Design bus_arbiter, sky130hd; sources not shown.
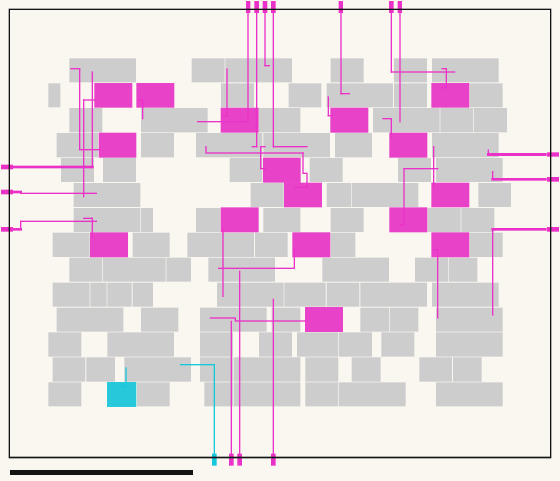
port_trees.png
The bar under the picture is 20 um long.
mem_addr: marked magenta, bits 16, direction output, edge 7 north, 3 west, 3 east, 3 south, end cells 16, buffers 16, wire 325 um. mem_we: marked cyan, bits 1, direction output, edge south, end cells 1, buffers 1, wire 15.9 um.
I/O pin total: 81
number of buffers added on ports: 71

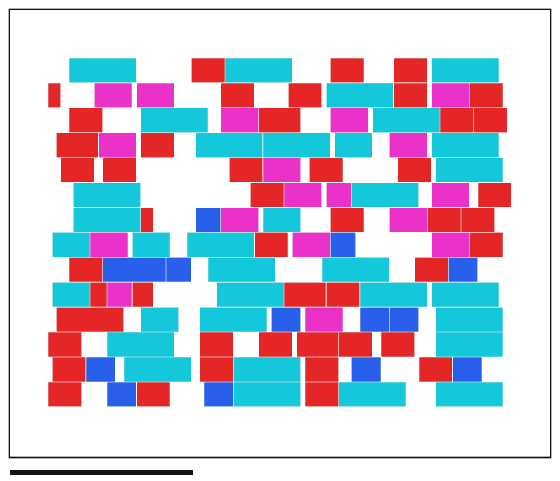
sizing.png
The bar under the picture is 20 um long.
x2: marked magenta, cells 18. x1 and smaller: marked red, cells 47. x6 and larger: marked cyan, cells 34. x3 and x4: marked blue, cells 13.
final cell area excluding filler cells: 1440 um^2
slack of the critical path: 0.0106 ns

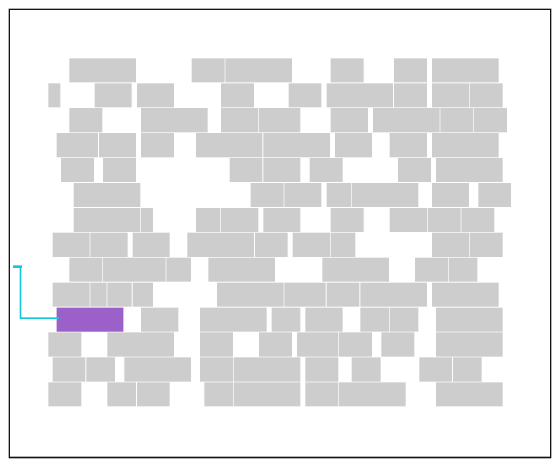
clock_wires.png
clock wires: marked cyan, length 10.4 um. flip-flops: marked purple, count 1.
Routed clock nets: 1.
clock network latency to the later pin of the worst-skew pair: 0 ns
Clock group: 0 mW
Clock power frac: 0%

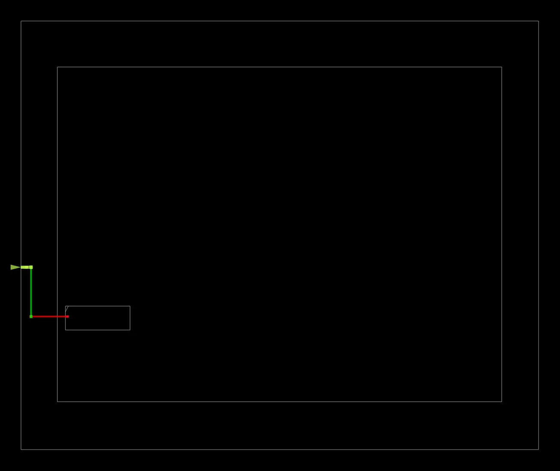
clock_nets.png
setup clock skew after layout: 0 ns
Flops: 1

==> metrics.log <==
[metrics] run summary
INFO  metric timing_hold_violations_final = 0
INFO  metric detail_route.drc_violations = 0
INFO  metric drv_slew = 0
INFO  metric setup.worst_path.end_class = primary output
INFO  metric detail_route.iter0.violations = 32
INFO  metric timing.fmax = between 0.4 and 0.5 GHz
INFO  metric post-cts-setup-buffer-count = 0
INFO  metric mux_area_share = 0%
INFO  metric design.core.area = 1930 um^2
INFO  metric setup.reg_to_reg.worst_slack = 1.40 ns
INFO  metric unique_cell_types = 13
INFO  metric route.top_layer_used = met3
INFO  metric critical_path_peak_fanout = 1
INFO  metric post_cts.resized_instances = 30
INFO  metric combAreaFraction = 21.6%
INFO  metric yosysWarningCount = 0
INFO  metric combPwrFrac = a little over nine tenths
INFO  metric xor_share = 0%
INFO  metric final_cell_count_no_fill = approximately 140
INFO  metric synth.avg_cell_area = 8.82 um^2
INFO  metric power_top_consumer = combinational logic
INFO  metric finalCritPeriodShare = 99.5%
INFO  metric firstDrtPassIters = 2
INFO  metric finalWorstPathRequiredPeriod = between 2 and 2.5 ns
INFO  metric synth_adder_area_share = 0%
INFO  metric antenna-diode-count = 0
INFO  metric ys_sh_aoi = between 50% and 60%
INFO  metric cpMaxStageDelayCell = clkdlybuf4s50_1
INFO  metric seqCellArea = between 20 and 25 um^2
INFO  metric top_area_cell_class = buffers
INFO  metric dp_hpwl = roughly 1.8 mm
INFO  metric grt_busiest_layer = met2
INFO  metric power.density_cell_area = approximately 360 nW/um^2
INFO  metric mappedNetlistNets = 93
INFO  metric p_sw_share = between 40% and 50%
INFO  metric timing.critical_path.buf_inv = 2
INFO  metric cp_cell_sequence = clkdlybuf4s50_1 -> a32o_2 -> buf_12
INFO  metric stage_log_warnings = 38
INFO  metric met1_usage = about 18%
INFO  metric outcome = finished, final reports clean
INFO  metric total_switching_power = about 0.23 mW
INFO  metric num-nets-final = between 150 and 200
INFO  metric r2r.worst_path.cells = 2
INFO  metric critical_path_required = 1.50 ns
INFO  metric placement.cell_area = roughly 1400 um^2
INFO  metric comb_area = 312 um^2
INFO  metric layout_cells_sized_above_1 = 58.0%
INFO  metric detail_route.wl_per_cell = 16.1 um
INFO  metric dr_wl_met3 = around 140 um
INFO  metric synthDominantAreaCellType = a32o_1
INFO  metric drt.antenna.violating_nets = 0
INFO  metric postSynthSeqShare = under 10%
INFO  metric number_of_cells_after_detailed_placement = ~130
INFO  metric edf_count = 0
INFO  metric via_count = a little over 600
INFO  metric gpl.final_weighted_congestion = ~0.64
INFO  metric yosys-top-cells-count = a32o_1, and2_1, buf_4, and2_2, buf_6
INFO  metric synth-cells-yosys = 40
INFO  metric leakage = around 0.68 nW
INFO  metric worst-endpoint-arrival = between 1 and 1.5 ns
INFO  metric yosys.area_share.simple = 23.0%
INFO  metric met2_layer_usage_reported_by_global_route = between 20 and 30%
INFO  metric final.fill_count = about 130
INFO  metric setup_viol_count_final = 0
INFO  metric startpoint_type = input port
INFO  metric seq_area_share = 1.39%
INFO  metric grt_first_pass_wirelength = between 3 and 4 mm
INFO  metric critical_path.top_delay_family = buffers and inverters
INFO  metric yosysChipArea = 353 um^2
INFO  metric detailedPlace.worstSlack = -0.408 ns
No activity file was given, so power comes from the tool's default toggle rates.
